==> src/rtl/alu_share_arbiter.sv <==
// Round-robin scheduler sharing one combinational zx/nx/zy/ny/f/no ALU between
// four requesters. Results are registered onto a common result bus tagged with the requester id.
module alu_share_arbiter #(
  parameter int NREQ = 4,
  parameter int W    = 8
) (
  input  logic              clk,
  input  logic              rst,
  input  logic [NREQ-1:0]   req,
  input  logic [5*NREQ-1:0] op,
  input  logic [W*NREQ-1:0] x,
  input  logic [W*NREQ-1:0] y,
  output logic [NREQ-1:0]   done,
  output logic              res_valid,
  output logic [1:0]        res_id,
  output logic [W-1:0]      res_o,
  output logic              res_zr,
  output logic              res_ng,
  output logic              res_err,
  output logic              busy,
  output logic [7:0]        op_cnt,
  output logic [W-1:0]      alu_x,
  output logic [W-1:0]      alu_y,
  output logic              alu_zx,
  output logic              alu_nx,
  output logic              alu_zy,
  output logic              alu_ny,
  output logic              alu_f,
  output logic              alu_no,
  input  logic [W-1:0]      alu_o,
  input  logic              alu_zr,
  input  logic              alu_ng
);

  typedef enum logic [1:0] {
    ST_IDLE = 2'd0,
    ST_EXEC = 2'd1,
    ST_DONE = 2'd2
  } state_t;

  state_t      r_state;
  state_t      w_state_nxt;
  logic [1:0]  r_ptr;
  logic [1:0]  r_id;
  logic [W-1:0] r_x;
  logic [W-1:0] r_y;
  logic [5:0]  r_ctrl;
  logic        r_illegal;
  logic [1:0]  r_res_id;
  logic [W-1:0] r_res_o;
  logic        r_res_zr;
  logic        r_res_ng;
  logic        r_res_err;
  logic [7:0]  r_cnt;

  logic        w_gnt_vld;
  logic [1:0]  w_gnt_id;
  logic [1:0]  w_idx;
  logic [4:0]  w_op;

  // Control word order is {zx, nx, zy, ny, f, no}; illegal codes give all zeros.
  function automatic logic [5:0] f_decode(input logic [4:0] opc);
    case (opc)
      5'd0:    return 6'b101000;
      5'd1:    return 6'b111111;
      5'd2:    return 6'b111010;
      5'd3:    return 6'b001010;
      5'd4:    return 6'b100010;
      5'd5:    return 6'b011010;
      5'd6:    return 6'b100110;
      5'd7:    return 6'b001111;
      5'd8:    return 6'b110011;
      5'd9:    return 6'b011111;
      5'd10:   return 6'b110111;
      5'd11:   return 6'b001110;
      5'd12:   return 6'b110010;
      5'd13:   return 6'b000010;
      5'd14:   return 6'b010011;
      5'd15:   return 6'b000111;
      5'd16:   return 6'b000000;
      5'd17:   return 6'b010101;
      default: return 6'b000000;
    endcase
  endfunction

  // Scan offsets high to low so the nearest set bit at or after r_ptr wins.
  always_comb begin
    // NOTE: every combinationally assigned signal gets a default first so no latch is inferred.
    w_gnt_vld = 1'b0;
    w_gnt_id  = r_ptr;
    w_idx     = r_ptr;
    for (int i = NREQ - 1; i >= 0; i--) begin
      w_idx = r_ptr + 2'(i);
      if (req[w_idx]) begin
        w_gnt_vld = 1'b1;
        w_gnt_id  = w_idx;
      end
    end
  end

  assign w_op = op[5*w_gnt_id +: 5];

  // State register
  always_ff @(posedge clk or posedge rst) begin
    // NOTE: sequential state uses non-blocking assignments so every register samples pre-edge values.
    if (rst) r_state <= ST_IDLE;
    else     r_state <= w_state_nxt;
  end

  // Next-state logic
  always_comb begin
    w_state_nxt = r_state;
    case (r_state)
      ST_IDLE: if (w_gnt_vld) w_state_nxt = ST_EXEC;
      ST_EXEC: w_state_nxt = ST_DONE;
      ST_DONE: w_state_nxt = ST_IDLE;
      default: w_state_nxt = ST_IDLE;
    endcase
  end

  // Output logic
  always_comb begin
    busy      = (r_state == ST_EXEC) || (r_state == ST_DONE);
    res_valid = (r_state == ST_DONE);
    done      = '0;
    if (r_state == ST_DONE) done[r_res_id] = 1'b1;
  end

  always_ff @(posedge clk or posedge rst) begin
    if (rst) begin
      r_ptr     <= '0;
      r_id      <= '0;
      r_x       <= '0;
      r_y       <= '0;
      r_ctrl    <= '0;
      r_illegal <= 1'b0;
      r_res_id  <= '0;
      r_res_o   <= '0;
      r_res_zr  <= 1'b0;
      r_res_ng  <= 1'b0;
      r_res_err <= 1'b0;
      r_cnt     <= '0;
    end else begin
      case (r_state)
        ST_IDLE: begin
          if (w_gnt_vld) begin
            r_id      <= w_gnt_id;
            r_ptr     <= w_gnt_id + 2'd1;
            r_x       <= x[W*w_gnt_id +: W];
            r_y       <= y[W*w_gnt_id +: W];
            r_ctrl    <= f_decode(w_op);
            r_illegal <= (w_op > 5'd17);
          end
        end
        ST_EXEC: begin
          r_res_id <= r_id;
          if (r_illegal) begin
            r_res_o   <= '0;
            r_res_zr  <= 1'b0;
            r_res_ng  <= 1'b0;
            r_res_err <= 1'b1;
          end else begin
            r_res_o   <= alu_o;
            r_res_zr  <= alu_zr;
            r_res_ng  <= alu_ng;
            r_res_err <= 1'b0;
          end
        end
        ST_DONE: r_cnt <= r_cnt + 8'd1;
        default: ;
      endcase
    end
  end

  // Operands and controls come from grant-time registers, so they hold outside EXEC.
  assign alu_x  = r_x;
  assign alu_y  = r_y;
  assign {alu_zx, alu_nx, alu_zy, alu_ny, alu_f, alu_no} = r_ctrl;

  assign res_id  = r_res_id;
  assign res_o   = r_res_o;
  assign res_zr  = r_res_zr;
  assign res_ng  = r_res_ng;
  assign res_err = r_res_err;
  assign op_cnt  = r_cnt;

endmodule

==> config.mk <==
export PLATFORM = sky130hd
export DESIGN_NAME = alu_share_arbiter
export DESIGN_NICKNAME = d
export VERILOG_FILES = /design/src/rtl/alu_share_arbiter.sv
export SDC_FILE = /design/constraint.sdc
export NUM_CORES = 1
export LEC_CHECK = 0
export ABC_AREA = 1
export CAP_MARGIN = 30
export CORE_UTILIZATION = 45
export DETAILED_ROUTE_END_ITERATION = 10
export GPL_TIMING_DRIVEN = 0
export MAX_ROUTING_LAYER = met4
export PLACE_DENSITY = 0.86
export SYNTH_ARGS = -nofsm -noshare
export SYNTH_HDL_FRONTEND = slang
export SYNTH_SLANG_ARGS = --single-unit
==> constraint.sdc <==
create_clock -name clk -period 6.7 [get_ports clk]
set_input_delay 0.67 -clock clk [delete_from_list [all_inputs] [get_ports clk]]
set_output_delay 0.67 -clock clk [all_outputs]
set_load 0.03 [all_outputs]
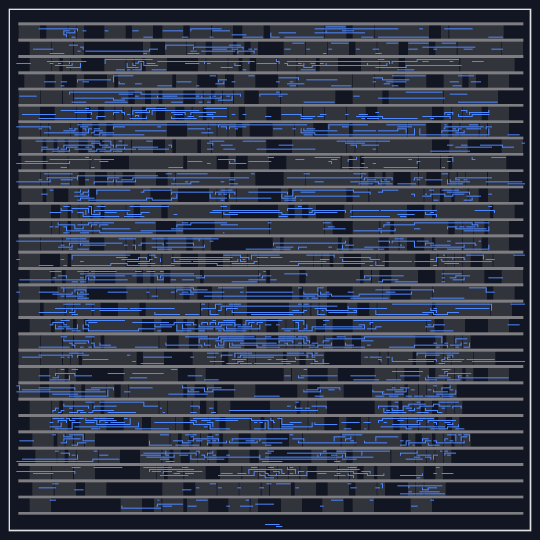
**Above:** metal 1.
Drawn at 6 px/um. Supply wires on this layer in gray.
share of all routed wire: 41%
longest straight run: 38.2 um
nets with wire on the layer: 611
wire length on this layer: 3700 um
via count: 3494
Final Routed Wirelength: 9087 um
GR Util met1: 0.2961

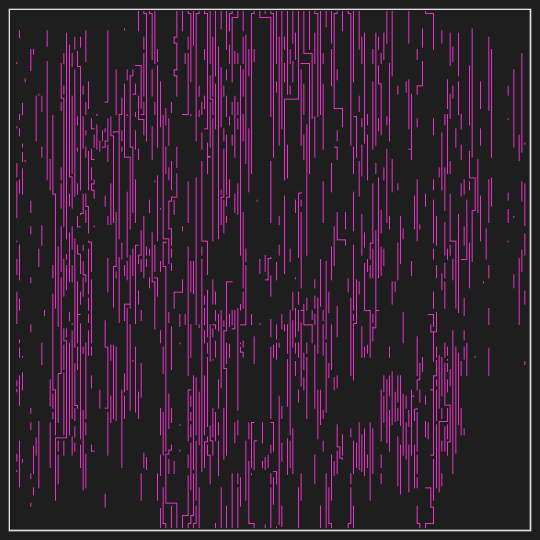
**Above:** M2 wires.
Drawn at 6 px/um.
longest straight run: 35.4 um
nets with wire on the layer: 575
main direction: vertical
met2 global-route usage: 0.4372

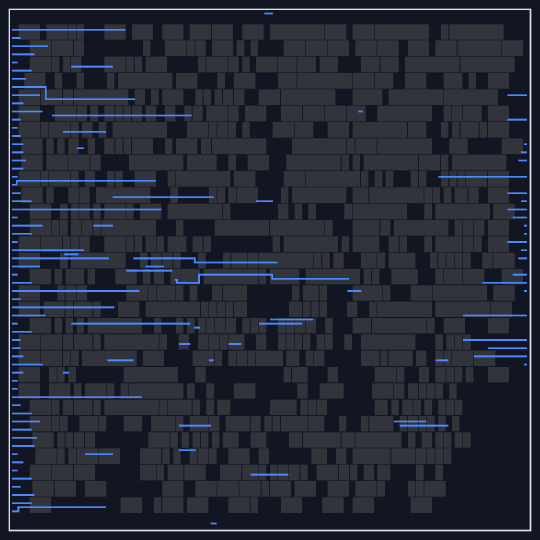
**Above:** metal 3.
Drawn at 6 px/um.
longest straight run: 24.6 um
main direction: horizontal
M3 GR Usage: 0.06095

layer usage:
layer / global-route usage / part of all wire / up-vias
met3: 0.06095 / 0.065 / 19
met5: - / 0 / -
li1: - / - / 1757
met2: 0.4372 / 0.50 / 138
met4: 0.1045 / 0.024 / 0
met1: 0.2961 / 0.41 / 1580
cells by family (layout without fill, tap and decap cells):
family | after synthesis | count (layout) | synth area share
AND/OR/NAND/NOR | 279 | 279 | 0.3918
XOR/XNOR | 5 | 5 | 0.01359
buffers and inverters | 62 | 219 | 0.08117
flip-flops | 50 | 50 | 0.3883
adder cells (fa/ha/maj) | 8 | 8 | 0.03107
AND-OR/OR-AND | 43 | 43 | 0.09398
tightest hold or removal path: stages (launching register included):
cell	delay, ps
dfrtp_1	350
nand2_1	60
nand2_1	50
cells in the final DEF, fill, tap and decap left out, drive strengths merged:
master	instances
inv	46
a311oi	6
xor2	3
xnor2	2
nor3	7
a21oi	10
dfrtp	50
ha	8
nor4	1
a31oi	1
a22oi	1
nand4	1
clkinvlp	1
nand3b	6
nand3	59
o21ai	10
clkbuf	12
o211ai	3
nand2	181
o31ai	1
a22o	10
clkinv	1
buf	11
o21a	1
nor2	24
clkdlybuf4s50	148
power breakdown:
group          total (mW)  internal [mW]  switching, mW
combinational        2.35          0.854           1.50
clock               0.181         0.0755          0.105
sequential          0.544          0.451         0.0935
total                3.08           1.38           1.70
sequential cells by signal (all words and copies together) (netlist names):
name       cells
r_id           2
alu_y          8
res_err        1
res_ng         1
res_zr         1
r_illegal      1
res_o          8
alu_x          8
op_cnt         8
res_id         2
r_ctrl         6
r_state        2
r_ptr          2
==> Slide: Implementation Results <==
Physical Implementation Snapshot

Synthesis
  • Mean post-synth cell area: 7.208 um2
  • Ys Warns: 0
  • Synth area leader: dfrtp_1
  • Ys flops: 50
  • Syn Inst Count: 447
  • Syn Nets: 555
  • # Cells Yosys: 447
  • Top cells by area: dfrtp_1 39%, nand2_1 20%, nand3_1 8.7%
  • Cell Type Count: 36
  • Most frequent cells after synthesis: 171 x nand2_1, 56 x nand3_1, 50 x dfrtp_1
  • Post-synth design cell area: 3222 um2
  • Count of library flops with an enable pin: 0
  • Sequential area share after synthesis: 0.3883

Status
  • Status: finished clean

STA
  • Crit path time final: 2967 ps
  • PnR worst setup slack: 3733 ps
  • Tcrit/Tclk final: 0.4429
  • Final hold slack: 488.5 ps
  • Max-slew violations: 0
  • RSZ-0062 raised after global routing: false
  • Fin. Hold Viols: 0

Layout
  • Ant diodes: 0
  • Inverters: 45
  • Non-clk buf share: 0.3229
  • Final Non-Filler Cells: 700
  • CLK BUF: 5
  • Buffers, non-clock: 166
  • Multi-input combinational area share: 0.3462
  • Layout area overhead: 53.24%
  • Flops: 50
  • FF+latch area: 1251 um2
  • Clock buf/inv share: 0.01901
  • Combinational Gates: 335
  • Final nets: 711
  • Flop share of the area: 0.2534
  • Post-layout util: 0.7188

Clock tree
  • Root buffer selected by CTS: clkbuf_8
  • Post-CTS Setup Repair Bufs: 0
  • Clock transition at path regs: 90 ps
  • Clk latency late pin: 310 ps
  • Post-CTS Hold Buffers: 0
  • CTS tree: yes

Route
  • DRC: 0
  • Drt pass-1 iters: 4
  • Post-DR wirelength/cell: 12.98 um
  • 1st-iter DRT viols: 164

Critical path
  • Reg-to-reg endpoint: r_ctrl[4]$_DFFE_PP0P_
  • Crit Path Class: primary input to register
  • Crit path cell chain: clkdlybuf4s50_1, inv_1, nand2_1, nand3_1, nand2_1, nand3_1, nand3_2, nand2_4, nand2_4, buf_6, nand2_1, nand3_1, nand2_1, inv_1, ha_1, nand3_1, nor2_2, nor2_4, nand2_1, nand2_1
  • Critical Path Source: req[1]
  • Max incr delay on CP: 500 ps
  • Crit path depth: 20
  • Top cell family by delay on the critical path: simple AND/OR/NAND/NOR gates
  • Flop2flop setup slack: 3970 ps
  • Req. time, crit path: 6910 ps
  • Critical Path Start Type: primary input
  • Worst Path Arrival: 3170 ps

Floorplan
  • Floorplan core density: 0.4690
  • Cell Rows: 30
  • Chip Footprint: 7502 um2
  • I/O pin count: 149
  • Tap cell count: 96

Hold path
  • WHS Path Cells: 2
  • Endpoint, Worst Hold: alu_y[4]$_DFFE_PP0P_
  • Hold crit path type: register to register

Placement
  • Routability cong.: 0.8673
  • DP Worst Slack: 3435 ps
  • Placed Area: 4843 um2
  • Inst Count DP: 692
  • Port bufs: 148

Global route
  • Vias in the first global route: 3313
  • GRT Resource Usage Total: 0.2586
  • Largest net degree at the start of global routing: 40
  • First-pass GRT wire length: 14740 um

Job
  • Tool warnings: 31
  • Max-cap check violation count: 0
Power is estimated from default activity; no workload was simulated.
